File: src/rtl/apb_arbiter_master_if.sv
// rtl/apb_arbiter_master_if.sv - requester and APB signal bundle for apb_arbiter_master
interface apb_arbiter_master_if;
   // requester 0
   logic       req0_valid;
   logic       req0_write;
   logic [7:0] req0_addr;
   logic [7:0] req0_wdata;
   logic       req0_done;
   // requester 1
   logic       req1_valid;
   logic       req1_write;
   logic [7:0] req1_addr;
   logic [7:0] req1_wdata;
   logic       req1_done;
   // shared completion status
   logic [7:0] rdata;
   logic       err;
   // APB master side
   logic       psel;
   logic       penable;
   logic       pwrite;
   logic [7:0] paddr;
   logic [7:0] pwdata;
   logic [7:0] prdata;
   logic       pready;

   modport master (
      input  req0_valid, req0_write, req0_addr, req0_wdata,
      output req0_done,
      input  req1_valid, req1_write, req1_addr, req1_wdata,
      output req1_done,
      output rdata, err,
      output psel, penable, pwrite, paddr, pwdata,
      input  prdata, pready
   );

   modport slave (
      output req0_valid, req0_write, req0_addr, req0_wdata,
      input  req0_done,
      output req1_valid, req1_write, req1_addr, req1_wdata,
      input  req1_done,
      input  rdata, err,
      input  psel, penable, pwrite, paddr, pwdata,
      output prdata, pready
   );
endinterface

File: src/rtl/apb_arbiter_master.sv
// rtl/apb_arbiter_master.sv - two-requester round-robin APB master with access timeout
module apb_arbiter_master #(
   parameter logic [3:0] TIMEOUT = 4'd15
) (
   input logic                  pclk,
   input logic                  presetn,
   apb_arbiter_master_if.master bus
);

   typedef enum logic [1:0] {
      IDLE   = 2'd0,
      SETUP  = 2'd1,
      ACCESS = 2'd2
   } state_t;

   state_t     state;
   state_t     state_nxt;
   logic [3:0] acc_cnt;
   logic       last_grant;   // index of the requester granted most recently
   logic       elig0;
   logic       elig1;
   logic       grant_nxt;
   logic       grant_now;
   logic       complete;
   logic       timeout;

   // A requester whose done is pulsing this cycle is finishing, not asking again.
   assign elig0     = bus.req0_valid & ~bus.req0_done;
   assign elig1     = bus.req1_valid & ~bus.req1_done;
   assign grant_now = (state == IDLE) & (elig0 | elig1);
   assign complete  = (state == ACCESS) & bus.pready;
   assign timeout   = (state == ACCESS) & ~bus.pready & (acc_cnt == TIMEOUT);

   // Round-robin choice: on contention favour whoever was not served last.
   always_comb begin
      grant_nxt = 1'b0;
      if (elig0 && elig1) begin
         grant_nxt = ~last_grant;
      end else if (elig1) begin
         grant_nxt = 1'b1;
      end
   end

   // State register; reset drops the bus immediately.
   always_ff @(posedge pclk or negedge presetn) begin
      if (!presetn) begin
         state <= IDLE;
      end else begin
         state <= state_nxt;
      end
   end

   // Next-state and APB phase controls.
   always_comb begin
      state_nxt   = state;
      bus.psel    = 1'b0;
      bus.penable = 1'b0;
      case (state)
         IDLE: begin
            if (elig0 || elig1) begin
               state_nxt = SETUP;
            end
         end
         SETUP: begin
            bus.psel  = 1'b1;
            state_nxt = ACCESS;
         end
         ACCESS: begin
            bus.psel    = 1'b1;
            bus.penable = 1'b1;
            if (complete || timeout) begin
               state_nxt = IDLE;
            end
         end
         default: begin
            state_nxt = IDLE;
         end
      endcase
   end

   // Capture the winner's command at the grant edge and hold it for the transfer.
   always_ff @(posedge pclk or negedge presetn) begin
      if (!presetn) begin
         last_grant <= 1'b1;
         bus.pwrite <= 1'b0;
         bus.paddr  <= 8'h00;
         bus.pwdata <= 8'h00;
      end else if (grant_now) begin
         last_grant <= grant_nxt;
         bus.pwrite <= grant_nxt ? bus.req1_write : bus.req0_write;
         bus.paddr  <= grant_nxt ? bus.req1_addr  : bus.req0_addr;
         bus.pwdata <= grant_nxt ? bus.req1_wdata : bus.req0_wdata;
      end
   end

   // Count ACCESS cycles spent waiting on pready; cleared as ACCESS is entered.
   always_ff @(posedge pclk or negedge presetn) begin
      if (!presetn) begin
         acc_cnt <= 4'd0;
      end else if (state == SETUP) begin
         acc_cnt <= 4'd0;
      end else if ((state == ACCESS) && !bus.pready && (acc_cnt != TIMEOUT)) begin
         acc_cnt <= acc_cnt + 4'd1;
      end
   end

   // Completion: one-cycle done to the granted requester, err marks a timeout abort.
   always_ff @(posedge pclk or negedge presetn) begin
      if (!presetn) begin
         bus.req0_done <= 1'b0;
         bus.req1_done <= 1'b0;
         bus.err       <= 1'b0;
         bus.rdata     <= 8'h00;
      end else begin
         bus.req0_done <= (complete | timeout) & ~last_grant;
         bus.req1_done <= (complete | timeout) & last_grant;
         bus.err       <= timeout & ~complete;
         if (complete && !bus.pwrite) begin
            bus.rdata <= bus.prdata;
         end
      end
   end

endmodule

File: src/flat_wrapper.sv
// flat-port wrapper written by rule: the top's interface ports become plain ports
module apb_arbiter_master_flat 
#(
   parameter logic [3:0] TIMEOUT = 4'd15
)
  (pclk, presetn, bus_req0_valid, bus_req0_write, bus_req0_addr, bus_req0_wdata, bus_req0_done, bus_req1_valid, bus_req1_write, bus_req1_addr, bus_req1_wdata, bus_req1_done, bus_rdata, bus_err, bus_psel, bus_penable, bus_pwrite, bus_paddr, bus_pwdata, bus_prdata, bus_pready);
  apb_arbiter_master_if bus_i ();
  input logic pclk;
  input logic presetn;
  input wire logic [$bits(bus_i.req0_valid)-1:0] bus_req0_valid;
  input wire logic [$bits(bus_i.req0_write)-1:0] bus_req0_write;
  input wire logic [$bits(bus_i.req0_addr)-1:0] bus_req0_addr;
  input wire logic [$bits(bus_i.req0_wdata)-1:0] bus_req0_wdata;
  output wire logic [$bits(bus_i.req0_done)-1:0] bus_req0_done;
  input wire logic [$bits(bus_i.req1_valid)-1:0] bus_req1_valid;
  input wire logic [$bits(bus_i.req1_write)-1:0] bus_req1_write;
  input wire logic [$bits(bus_i.req1_addr)-1:0] bus_req1_addr;
  input wire logic [$bits(bus_i.req1_wdata)-1:0] bus_req1_wdata;
  output wire logic [$bits(bus_i.req1_done)-1:0] bus_req1_done;
  output wire logic [$bits(bus_i.rdata)-1:0] bus_rdata;
  output wire logic [$bits(bus_i.err)-1:0] bus_err;
  output wire logic [$bits(bus_i.psel)-1:0] bus_psel;
  output wire logic [$bits(bus_i.penable)-1:0] bus_penable;
  output wire logic [$bits(bus_i.pwrite)-1:0] bus_pwrite;
  output wire logic [$bits(bus_i.paddr)-1:0] bus_paddr;
  output wire logic [$bits(bus_i.pwdata)-1:0] bus_pwdata;
  input wire logic [$bits(bus_i.prdata)-1:0] bus_prdata;
  input wire logic [$bits(bus_i.pready)-1:0] bus_pready;
  assign bus_i.req0_valid = bus_req0_valid;
  assign bus_i.req0_write = bus_req0_write;
  assign bus_i.req0_addr = bus_req0_addr;
  assign bus_i.req0_wdata = bus_req0_wdata;
  assign bus_req0_done = bus_i.req0_done;
  assign bus_i.req1_valid = bus_req1_valid;
  assign bus_i.req1_write = bus_req1_write;
  assign bus_i.req1_addr = bus_req1_addr;
  assign bus_i.req1_wdata = bus_req1_wdata;
  assign bus_req1_done = bus_i.req1_done;
  assign bus_rdata = bus_i.rdata;
  assign bus_err = bus_i.err;
  assign bus_psel = bus_i.psel;
  assign bus_penable = bus_i.penable;
  assign bus_pwrite = bus_i.pwrite;
  assign bus_paddr = bus_i.paddr;
  assign bus_pwdata = bus_i.pwdata;
  assign bus_i.prdata = bus_prdata;
  assign bus_i.pready = bus_pready;
  apb_arbiter_master #(.TIMEOUT(TIMEOUT)) u_core (.pclk(pclk), .presetn(presetn), .bus(bus_i));
endmodule
File: config.mk
export PLATFORM = sky130hd
export DESIGN_NAME = apb_arbiter_master_flat
export DESIGN_NICKNAME = d
export VERILOG_FILES = /design/src/rtl/apb_arbiter_master_if.sv /design/src/rtl/apb_arbiter_master.sv /design/src/flat_wrapper.sv
export SDC_FILE = /design/constraint.sdc
export NUM_CORES = 1
export LEC_CHECK = 0
export ABC_AREA = 1
export ABC_CLOCK_PERIOD_IN_PS = 2600
export CORE_MARGIN = 2
export CORE_UTILIZATION = 46
export CTS_CLUSTER_DIAMETER = 80
export DETAILED_ROUTE_END_ITERATION = 10
export MAX_ROUTING_LAYER = met4
export PLACE_DENSITY = 0.92
export SLEW_MARGIN = 0
export SYNTH_ARGS = -nofsm -noshare
export SYNTH_HDL_FRONTEND = slang
export SYNTH_SLANG_ARGS = --single-unit
File: constraint.sdc
create_clock -name pclk -period 2.6 [get_ports pclk]
set_input_delay 0.39 -clock pclk [delete_from_list [all_inputs] [get_ports pclk]]
set_output_delay 0.39 -clock pclk [all_outputs]
set_load 0.05 [all_outputs]
**Sequential cells colored by netlist name**

Other sequential cells in the stronger gray, the rest of the logic in the fainter gray.
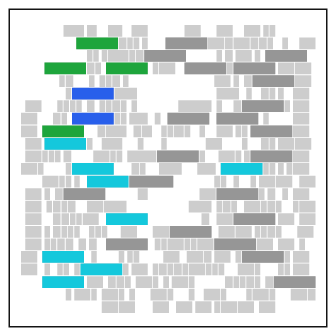
Key: blue = u_core.state [placed flops 2]; cyan = u_core.bus.paddr [placed flops 8]; green = u_core.acc_cnt [placed flops 4, where upper left]
Another 21 sequential cells are not colored.

**Routed metal, one color a layer**

Bar = 20 um.
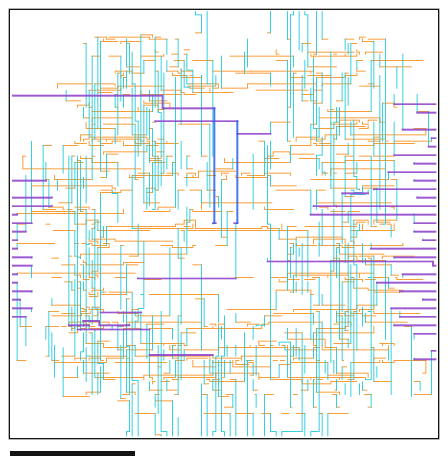
Key: blue = met4 [wire length 34.7 um]; cyan = met2 [wire length 2200 um]; orange = met1 [wire length 1810 um]; purple = met3 [wire length 346 um]

==> reports/results.ini <==
[yosys]
ys_seq_share_pct=45.9
ys_sh_adder_pct=2.62
yosys_warnings=0
syn_inst=244
ys_top_logic_family=simple AND/OR/NAND/NOR gates
ys_cells=244
ys_area_um2=1910
synth_xor_xnor_area_share_pct=0.459
ys_ff=35
fp_nets=295
ys_types=24

[critical_path]
cp.depth=3
worst_path_max_delay_cell=clkdlybuf4s50_1
critical_path_class=reg2out
cpPeakStageDelay_ns=0.80
cp-startpoint=u_core.state[0]
rr_worst_depth=7
setup.worst_path.end=bus_psel
timing.rr.end=u_core.bus.rdata[3]
cp-end-kind=primary output

[run_status]
status=finished, final reports clean

[placement]
place_worst_setup_slack_ns=0.690
dp_cells=364

[power]
power_density_nw_per_um2=1170
powerSeq_w=0.000921
leakagePower_nw=1.44
maxPowerGroup=combinational logic
clkPwrFrac_pct=11.5
clk-power_w=0.000369
total_power_w=0.00321
p_sw_share_pct=50.7
powerComb_w=0.00192
vdd_drop_max_v=0.000814

[clock_network]
cts_sinks=35
clockBufferDepth=2
cts_hold_buf=0
cts_resized=0
clkLatencyLatePin_ns=0.28

[sta]
worstMarginPinSlew_ns=0.757
rsz0062_at_grt=no
clock_skew_ns=0.00724
slew-limit-headroom_pct=49.5
slew_viol_final=0
final.setup.tns_ns=0
period_used_pct=85.3
whs_ns=0.176

[cells_and_area]
lay_top_count=nand2_1
fin_util_pct=68.7
finalNetCount=372
fill_cells=332
mostFrequentLayoutCells=nand2_1 (85), clkdlybuf4s50_1 (75), inv_1 (42), nand3_1 (38), dfrtp_1 (34)

[routing]
dr.pass1.iters=4
viasPerCell=4.76
wl_met2_um=2200
drc=0
num_vias=1771
drt-initial-drc-count=73
post_drt_wl_per_cell_um=11.8
dr_wl_met3_um=345

[grt]
met2_usage_pct=36.1
grt_pass1_vias=1646
antenna_found_initial=0
grt_use_met1_pct=25.3
overflow=0
use_met3_pct=5.59
grt_max_degree=36

[floorplanning]
rows=23
initCoreUtil_pct=47.7
core-area_um2=4000

[job]
cap_violations=0

-- cell type report --
type	instances	area [um^2]	area share, %
Tap cell	50	62.6	2.28
Inverter	47	179	6.51
Clock buffer	7	76.3	2.78
Timing Repair Buffer	76	756	27.5
Sequential cell	35	877	31.9
Multi-Input combinational cell	156	793	28.9
Clock inverter	1	5.00	0.182
-- cell usage after synthesis, drive strengths merged --
cell / count / area (um^2)
nand4: 1 / 6.26
nand2: 89 / 354
buf: 6 / 60.1
nand3: 49 / 308
dfrtp: 34 / 851
dfstp: 1 / 26.3
o21ai: 3 / 15.0
nor3: 1 / 5.00
xor2: 1 / 8.76
inv: 45 / 171
nor2: 8 / 46.3
clkinv: 2 / 7.51
ha: 4 / 50.1
